I/O nets highlighted:
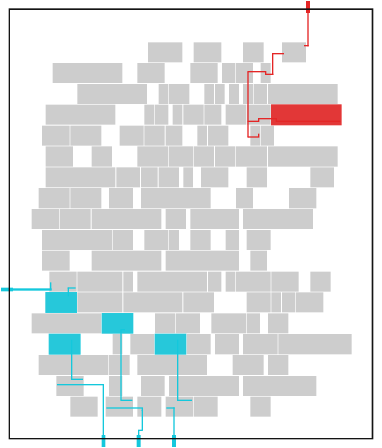
Routed metal, one colour a layer:
The bar under the picture is 10 um long.
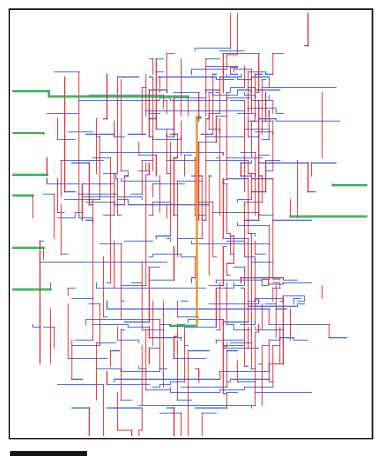
Ports around the boundary:
Pins as bars across the die edge, other pins in grey.
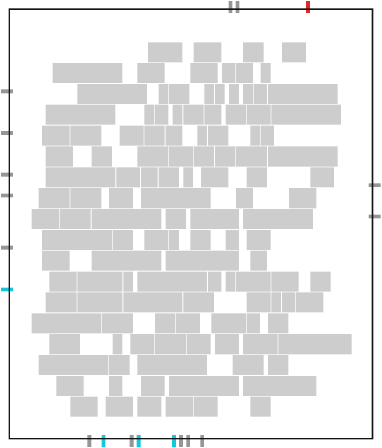
Cell placement:
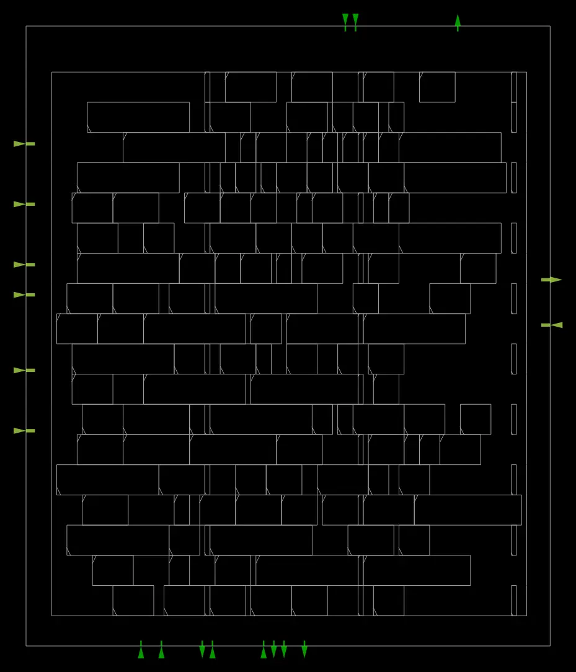
<file path="src/rtl/upcounter_timer_if.sv">
// Control/status bundle for upcounter_timer: the requester drives start/stop/config,
// the timer returns count, busy and the done pulse.
interface upcounter_timer_if #(
  parameter int WIDTH      = 4,
  parameter int PRESCALE_W = 4
);
  logic                  start;
  logic                  stop;
  logic                  periodic;
  logic [WIDTH-1:0]      limit;
  logic [PRESCALE_W-1:0] prescale;
  logic [WIDTH-1:0]      count;
  logic                  busy;
  logic                  done;

  modport master (
    output start, stop, periodic, limit, prescale,
    input  count, busy, done
  );

  modport slave (
    input  start, stop, periodic, limit, prescale,
    output count, busy, done
  );
endinterface

</file>
<file path="src/rtl/upcounter_timer.sv">
// Programmable up-counting timer: counts 0..limit at one step per prescale+1 clocks,
// pulses done at terminal, then stops (one-shot) or wraps to 0 (periodic).
module upcounter_timer #(
  parameter int WIDTH      = 4,
  parameter int PRESCALE_W = 4
) (
  input logic              clk,
  input logic              rst,
  upcounter_timer_if.slave tif
);

  typedef enum logic {IDLE, RUN} state_t;

  state_t                state;
  logic [WIDTH-1:0]      count_r;
  logic                  busy_r;
  logic                  done_r;
  logic [PRESCALE_W-1:0] psc;
  logic [WIDTH-1:0]      limit_l;
  logic [PRESCALE_W-1:0] prescale_l;
  logic                  periodic_l;

  always_ff @(posedge clk or posedge rst) begin
    if (rst) begin
      state      <= IDLE;
      count_r    <= '0;
      busy_r     <= 1'b0;
      done_r     <= 1'b0;
      psc        <= '0;
      limit_l    <= '0;
      prescale_l <= '0;
      periodic_l <= 1'b0;
    end else begin
      done_r <= 1'b0;
      case (state)
        IDLE: begin
          if (tif.start && !tif.stop) begin
            limit_l    <= tif.limit;
            prescale_l <= tif.prescale;
            periodic_l <= tif.periodic;
            count_r    <= '0;
            psc        <= '0;
            state      <= RUN;
            busy_r     <= 1'b1;
          end
        end
        RUN: begin
          if (tif.stop) begin
            state  <= IDLE;
            busy_r <= 1'b0;
          end else if (tif.start) begin
            limit_l    <= tif.limit;
            prescale_l <= tif.prescale;
            periodic_l <= tif.periodic;
            count_r    <= '0;
            psc        <= '0;
          end else if (psc == prescale_l) begin
            // tick: prescaler wraps; count either advances or hits terminal
            psc <= '0;
            if (count_r == limit_l) begin
              done_r <= 1'b1;
              if (periodic_l) begin
                count_r <= '0;
              end else begin
                state  <= IDLE;
                busy_r <= 1'b0;
              end
            end else begin
              count_r <= count_r + 1'b1;
            end
          end else begin
            psc <= psc + 1'b1;
          end
        end
        default: begin
          state  <= IDLE;
          busy_r <= 1'b0;
        end
      endcase
    end
  end

  assign tif.count = count_r;
  assign tif.busy  = busy_r;
  assign tif.done  = done_r;

endmodule

</file>
<file path="src/flat_wrapper.sv">
// flat-port wrapper written by rule: the top's interface ports become plain ports
module upcounter_timer_flat 
#(
  parameter int WIDTH      = 4,
  parameter int PRESCALE_W = 4
)
  (clk, rst, tif_start, tif_stop, tif_periodic, tif_limit, tif_prescale, tif_count, tif_busy, tif_done);
  upcounter_timer_if #(.WIDTH(WIDTH), .PRESCALE_W(PRESCALE_W)) tif_i ();
  input logic clk;
  input logic rst;
  input wire logic [$bits(tif_i.start)-1:0] tif_start;
  input wire logic [$bits(tif_i.stop)-1:0] tif_stop;
  input wire logic [$bits(tif_i.periodic)-1:0] tif_periodic;
  input wire logic [$bits(tif_i.limit)-1:0] tif_limit;
  input wire logic [$bits(tif_i.prescale)-1:0] tif_prescale;
  output wire logic [$bits(tif_i.count)-1:0] tif_count;
  output wire logic [$bits(tif_i.busy)-1:0] tif_busy;
  output wire logic [$bits(tif_i.done)-1:0] tif_done;
  assign tif_i.start = tif_start;
  assign tif_i.stop = tif_stop;
  assign tif_i.periodic = tif_periodic;
  assign tif_i.limit = tif_limit;
  assign tif_i.prescale = tif_prescale;
  assign tif_count = tif_i.count;
  assign tif_busy = tif_i.busy;
  assign tif_done = tif_i.done;
  upcounter_timer #(.WIDTH(WIDTH), .PRESCALE_W(PRESCALE_W)) u_core (.clk(clk), .rst(rst), .tif(tif_i));
endmodule
</file>
<file path="config.mk">
export PLATFORM = sky130hd
export DESIGN_NAME = upcounter_timer_flat
export DESIGN_NICKNAME = d
export VERILOG_FILES = /design/src/rtl/upcounter_timer_if.sv /design/src/rtl/upcounter_timer.sv /design/src/flat_wrapper.sv
export SDC_FILE = /design/constraint.sdc
export NUM_CORES = 1
export LEC_CHECK = 0
export ABC_AREA = 0
export CAP_MARGIN = 0
export CORE_ASPECT_RATIO = 1.2
export CORE_MARGIN = 2
export CORE_UTILIZATION = 45
export DETAILED_ROUTE_END_ITERATION = 12
export GPL_ROUTABILITY_DRIVEN = 0
export PLACE_DENSITY = 0.75
export SYNTH_ARGS = -nofsm -noshare
export SYNTH_HDL_FRONTEND = slang
export SYNTH_SLANG_ARGS = --single-unit
</file>
<file path="constraint.sdc">
create_clock -name clk -period 1.6 [get_ports clk]
set_input_delay 0.32 -clock clk [delete_from_list [all_inputs] [get_ports clk]]
set_output_delay 0.32 -clock clk [all_outputs]
set_load 0.03 [all_outputs]
</file>
==> run notes <==
The run has ended; figures from its reports follow.

Per the area breakdown, the dominant cell category is combinational gates. Post-synth the commonest register cell is dfrtp_1. The combinational gate power came out at 0.000276 W. The AND-OR/OR-AND share of the synthesized area is 8.94%. Dividing the detail-routed wire length by the instance count gives 12.9 um.

The number of stages on the worst setup path is 6. After Yosys synthesis, full adders, half adders and majority gates account for 2.48% of the synthesized area. Looking at the gate-level netlist, the highest instance count belongs to dfrtp_1. The post-synthesis cell area came out at 1010 um2. The final critical-path setup slack came out at 0.0198 ns. Setup repair after global routing could not meet its margin everywhere.

The total half-perimeter wirelength after legalization and detailed placement came out at 1.53 mm. STA on the placed design reports a worst setup slack of -0.159 ns. The total routed wirelength came out at 1.98 mm.

The core outline area came out at 2090 um2. The report lists the cells along the critical path as xor2_2 > nor4_4 > buf_6 > nor4_2 > a21oi_1 > a21bo_2. The synthesized design contains 0 enable-type register cells. The sequential group share of total power came out at 53.2%. In this run the full chip footprint comes out at 2630 um2.

The library cell used most frequently in the layout, excluding fill and tap cells, is dfrtp_1. Broken down by cell family, the worst path's largest delay share belongs to flip-flops. The overall die width came out at 47.2 um.

The clock transition at the registers of the reported paths came out at 0.11 ns. After clock tree synthesis, the repair step resized 7 gates. The setup violation total in the final timing report came out at 0.

Synthesis handed over a netlist of 86 instances. The number of cells after detailed placement came out at 145. The leakage power figure is 0.628 nW. The worst setup path endpoint is u_core.tif.count[3]. The commonest cells after synthesis are dfrtp_1, mux2_2, nor2_1.

The hold slack is 0.339 ns. The number of slew-limit violations in the final report is 0. The number of failing hold endpoints at the final stage came out at 0. The share of total power consumed by net switching is 28.2%. The global-route wire length before repair came out at 3.34 mm. The share of cells above drive strength 1 came out at 35.5%. In the final layout, the multi-input gates occupy 524 um2. The post-synth register bit count is 20.

Buffers added to address setup during post-CTS repair amount to 1. The number of diodes came out at 0. The worst clock skew on the final layout is 0.00280 ns.

The final instance area came out at 1400 um2. In this run the maximum-capacitance check reported violations numbering 0. The tap cell count is 30. The share of Yosys cell area claimed by the top area cell type is 49.7%. The number of cells in Yosys stat came out at 86. Counting along the longest clock path gives a buffer depth of 2. The power report attributes to the clock group a share of 22.3%. Warnings raised by the tools during the run amount to 29.

The sum of negative setup slack is 0 ns. The first-iteration detailed-routing DRC count came out at 13. Per the synthesis report, the number of distinct cell types is 30. The clock tree cell share of total cell area came out at 1.88%. The multiplexer share of the synthesized area came out at 13.2%. The number of nets at floorplan is 101.

Per the synthesis report, the XOR/XNOR share of the synthesized area is 8.70%. The cell count of the worst reg-to-reg path came out at 6. The chip height came out at 55.8 um.

The flow ran to the end, and the final reports show no timing, DRC or antenna violations. Per the layout area report, the register area comes to 504 um2. The endpoint identified for the worst register-to-register timing path is u_core.tif.count[3]. The net switching component of the power came out at 0.000317 W. The headroom to the max-slew limit came out at 77.7%. The worst-skew pair later-pin latency is 0.30 ns. The routed wire length on met2 is 1.04 mm. The post-route clock period utilization is 98.8%. According to the floorplan log, the row count is 18. The utilization after layout is 66.8%. The synthesized area per cell is 11.7 um2. The worst setup path is captured at a register. Clock buffers in the final layout number 4. Ranked by power, first place goes to sequential cells.
-- 'I/O nets highlighted' (at the start) --
colour	port	bits	direction	edge	end cells	buffers	wire
red	`tif_busy`	1	output	top	1	1	35.2 um
cyan	`tif_limit`	4	input	3 bottom, 1 left	4	4	60.5 um

-- 'routed metal, one colour a layer' (at the start) --
colour	layer	wire length
blue	metal 1	850 um
orange	metal 4	27.2 um
red	metal 2	1040 um
green	metal 3	60.9 um

-- 'ports around the boundary' (at the start) --
colour	port	pins	direction	edge
cyan	`tif_limit`	4	input	3 bottom, 1 left
red	`tif_busy`	1	output	top

-- 'cell placement' (at the start) --
flip-flops: 20
register fraction of the total cell area: 36.0%

Power is estimated from default activity; no workload was simulated.
